--- config.mk ---
export PLATFORM = sky130hd
export DESIGN_NAME = wb_regfile
export DESIGN_NICKNAME = d
export VERILOG_FILES = /design/src/rtl/wb_regfile.sv
export SDC_FILE = /design/constraint.sdc
export NUM_CORES = 2
export LEC_CHECK = 0
export CAP_MARGIN = 30
export CORE_AREA = 3 3 391 393
export DETAILED_ROUTE_END_ITERATION = 8
export DIE_AREA = 0 0 394 396
export GPL_TIMING_DRIVEN = 0
export PLACE_DENSITY = 0.58
export SETUP_SLACK_MARGIN = 0.5
export SLEW_MARGIN = 20
export SYNTH_ARGS = -nofsm -noshare
export SYNTH_HDL_FRONTEND = slang
export SYNTH_SLANG_ARGS = --single-unit
--- constraint.sdc ---
create_clock -name Clk -period 3.9 [get_ports Clk]
set_clock_uncertainty 0.05 [all_clocks]
set_input_delay 0.39 -clock Clk [delete_from_list [all_inputs] [get_ports Clk]]
set_output_delay 0.39 -clock Clk [all_outputs]
set_load 0.01 [all_outputs]
--- src/rtl/wb_regfile.sv ---
// 32x32 pipeline register file with W-to-D write bypass and a ready/valid register dump port.
// Register 0 is hardwired to zero; dumps never stall pipeline writes.
module wb_regfile (
  input  logic        Clk,
  input  logic        Reset,
  input  logic [4:0]  A3W,
  input  logic [31:0] WDW,
  input  logic [4:0]  A1,
  input  logic [4:0]  A2,
  output logic [31:0] RD1,
  output logic [31:0] RD2,
  input  logic        DumpReq,
  output logic        DumpValid,
  input  logic        DumpReady,
  output logic [4:0]  DumpIdx,
  output logic [31:0] DumpData,
  output logic        DumpDone
);

  typedef enum logic [0:0] {StIdle, StSend} state_e;

  state_e      state_q, state_d;
  logic [4:0]  idx_q, idx_d;
  logic        done_q, done_d;
  logic [31:0] regs_q [32];
  logic [31:0] dump_rd;

  // Register array; entry 0 is only ever cleared and is masked on every read path.
  always_ff @(posedge Clk) begin
    if (Reset) begin
      for (int i = 0; i < 32; i++) begin
        regs_q[i] <= '0;
      end
    end else if (A3W != 5'd0) begin
      regs_q[A3W] <= WDW;
    end
  end

  // A nonzero index equal to A3W implies A3W is nonzero, so the bypass needs no extra test.
  assign RD1     = (A1 == 5'd0)    ? '0 : (A1 == A3W)    ? WDW : regs_q[A1];
  assign RD2     = (A2 == 5'd0)    ? '0 : (A2 == A3W)    ? WDW : regs_q[A2];
  assign dump_rd = (idx_q == 5'd0) ? '0 : (idx_q == A3W) ? WDW : regs_q[idx_q];

  always_ff @(posedge Clk) begin
    if (Reset) begin
      state_q <= StIdle;
      idx_q   <= '0;
      done_q  <= 1'b0;
    end else begin
      state_q <= state_d;
      idx_q   <= idx_d;
      done_q  <= done_d;
    end
  end

  always_comb begin
    state_d = state_q;
    idx_d   = idx_q;
    done_d  = 1'b0;
    case (state_q)
      StIdle: begin
        if (DumpReq) begin
          state_d = StSend;
          idx_d   = '0;
        end
      end
      StSend: begin
        if (DumpReady) begin
          if (idx_q == 5'd31) begin
            state_d = StIdle;
            idx_d   = '0;
            done_d  = 1'b1;
          end else begin
            idx_d = idx_q + 5'd1;
          end
        end
      end
      default: begin
        state_d = StIdle;
        idx_d   = '0;
      end
    endcase
  end

  always_comb begin
    DumpValid = (state_q == StSend);
    DumpIdx   = idx_q;
    DumpDone  = done_q;
    DumpData  = DumpValid ? dump_rd : '0;
  end

endmodule

==> metrics.cfg <==
[status]
outcome = finished with violations
violations = DRC, setup timing

[synth]
synth.yosys.num_cells = 4588
synth.yosys.chip_area_mm2 = 0.0643
yosys.cell_types.count = 54
yosys.stat.seqShare = 0.482
numSynthFlops = 1036
ys_sh_aoi = 0.0776
synthXorXnorAreaFrac = 0.00177
ys_sh_mux = 0.278
basic_gate_share_of_the_synthesized_area_counting_and_or_nand_and_nor_cells = 0.121
synth.logic.top_family = multiplexers
ys_async_sr_fraction = 0
post-synth-top-area-cell = sky130_fd_sc_hd__edfxtp_1
yosysWarningCount = 0
synth_top_flop_cell = sky130_fd_sc_hd__edfxtp_1
netlist_area_before_placement_mm2 = 0.0643
number_of_enable_type_register_cells_in_the_synthesized_netlist = 1024
postSynthCellCount = 4588
synthesis.area_per_instance_um2 = 14.0
synth.top_cells.by_count = sky130_fd_sc_hd__edfxtp_1, sky130_fd_sc_hd__and2_1, sky130_fd_sc_hd__mux4_2
count_leader_synth = sky130_fd_sc_hd__edfxtp_1
adder_share = 0.000584
synthDominantCellAreaShare = 0.478
topCellsByArea = sky130_fd_sc_hd__edfxtp_1, sky130_fd_sc_hd__mux4_2, sky130_fd_sc_hd__and2_1, sky130_fd_sc_hd__mux2i_1, sky130_fd_sc_hd__clkbuf_1

[final_layout]
final_common_cell = sky130_fd_sc_hd__edfxtp_1
largest_register_ff_count = 1024
clockNetworkAreaShare = 0.0479
layout.sequential_cells = 1036
layout-drive-gt1-share = 0.375
flow.area_growth_from_synthesis_pct = 28.4
mostFrequentLayoutCells = sky130_fd_sc_hd__edfxtp_1, sky130_fd_sc_hd__and2_1, sky130_fd_sc_hd__mux4_2
non_clock_buffer_area_share = 0.131
diodes = 26
comb_share = 0.414
final_net_count = 5299
combGateArea_mm2 = 0.0342
finalNonFillerCells = 7383
layout.non_clock_buffers = 1028
comb_cells = 3054
layout.cells.largest_class = combinational gates
n_clock_buffer = 151
filler_cell_count = 12400
inverters_excl_clock = 5
footprint_of_the_flip_flops_and_latches_mm2 = 0.0310
largest_register = regs_q

[worst_setup_path]
worstSetupStartpointType = flip-flop
crit_slowest_cell = sky130_fd_sc_hd__mux4_2
worstRegToRegCells = 6
critical_path_depth = 9
worst_r2r_startpoint = DumpIdx[0]
crit_path_max_incr_delay_ns = 0.68
timing.critical_path.required_ns = 3.46
cp_num_buf_inv = 5
arrival_ns = 3.56
timing.critical_path.fanout_max = 6
setup.worst_path.end = DumpData[29]
setup.reg_to_reg.worst_slack_ns = 1.81
series_of_cell_instances_along_the_critical_path = buf_12 -> buf_12 -> buf_16 -> buf_16 -> mux4_2 -> a22oi_2 -> a21oi_1 -> a211o_2 -> buf_6
crit_family = buffers and inverters
setup.worst_path.class = reg2out
crit_end_element = primary output

[sta]
finalWorstSetupSlack_ns = -0.0965
finalClockPeriodUsage = 1.02
slew_viol_final = 0
tightest_slew_ns = 1.22
clock.fmax_mhz = 250
hold_ws_ns = 0.176
finalSetupViolCount = 18
max-slew-margin-rel = 0.188
setup_repair_after_global_routing_missed_its_margin = yes
finalSetupTns_ns = -0.636

[drt]
drt_wl_total_mm = 410
drt_pre_antenna_iters = 9
via_count = 55300
drt_iter0_drc = 11000
total_met2_wirelength_after_detailed_routing_mm = 158
vias_per_std_cell = 7.50
antenna_violating_nets_post_route = 0
drcViolationCount = 20
routed-wl-met3_mm = 71.5
wl_per_cell_um = 55.6
highest-signal-layer = met5

[pwr]
post-layout-total-power_mw = 32.6
leak_nw = 28.9
ir_drop_uv = 375
power_report.internal_total_mw = 22.3
power.combinational.total_mw = 7.12
combPwrFrac = 0.219
net-switching-power_mw = 10.2
power.share.clock = 0.367
power.largest_group = registers
p_clk_mw = 12.0
power_density_mw_per_mm2 = 394
pwr.group.sequential_mw = 13.5
sw_frac_of_total = 0.314
flop_pwr_share = 0.414

[global_routing]
grt_start_max_net_pins = 33
first_global_vias = 49800
grt_overflow = 0
grt_antenna_before_repair = 39
groute.layer.met1.usage = 0.639
wire_length_of_the_first_global_routing_pass_mm = 515

[clock_tree]
cts-buffers-inserted = 120
clkLatencyLatePin_ns = 0.79
tritoncts_num_sinks = 1036
cts.htree.levels = 3
clk_transition_reported_paths_ns = 0.06
post_cts.repair.setup_buffers = 200
cts_hold_buf = 0
max-clock-path-buffers = 3

[floorplan]
die.size.y_um = 396
core_util_floorplan = 0.429
chip_area_mm2 = 0.156
io_pins = 154

[place]
place_congestion = 1.08
place_hpwl_mm = 307
detailedPlace.worstSlack_ns = -2.23
numPortBuffers = 146
place.detailed.instances = 6852
placedInstanceArea_mm2 = 0.0699

[min_path]
worst_hold_path.num_cells = 3
worst_hold_path.endpoint = DumpValid
worst_hold_path_type = in2reg
hold_start = DumpReq

[run]
openroad.warnings = 30
max_cap_violations = 0

### Congestion heat map

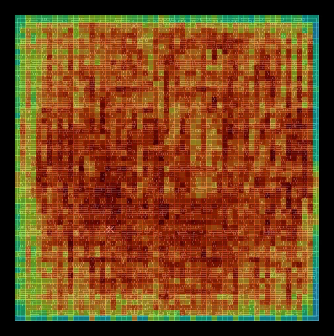
met2 routing resource usage after global routing: 0.672
met3 usage in global routing: 0.282
total track usage: 0.512
busiest metal layer after global routing: met2

### Met1 routing

Scale: 1 px per um.
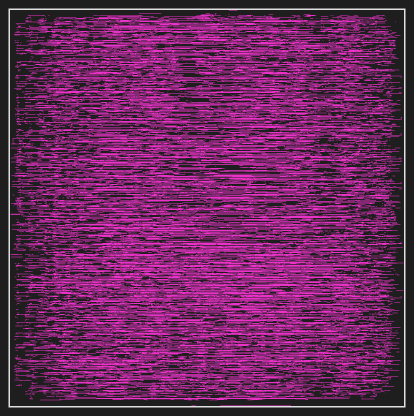
nets with wire on the layer: 5154
share of all routed wire: 35%
main direction: horizontal
wire length on this layer: 144 mm

### Cells colored by class

Scale: 1 px per um.
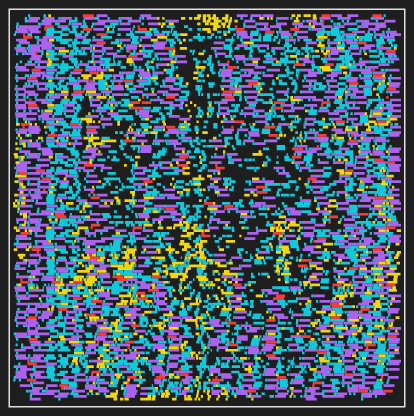
legend:
  remaining buffers and delay cells:
    color: yellow
    cells: 1028
    share_of_their_area: 14%
  sequential cells:
    color: purple
    cells: 1036
    share_of_their_area: 39%
  clock drivers and dummy loads:
    color: red
    cells: 218
    share_of_their_area: 4.9%
  combinational and other logic:
    color: cyan
    cells: 3059
    share_of_their_area: 43%
design area: 0.0826 mm^2
Seq area share: 0.375
Core Util, Final: 0.551
std cell rows: 142
Floorplan Core Area: 0.150 mm^2

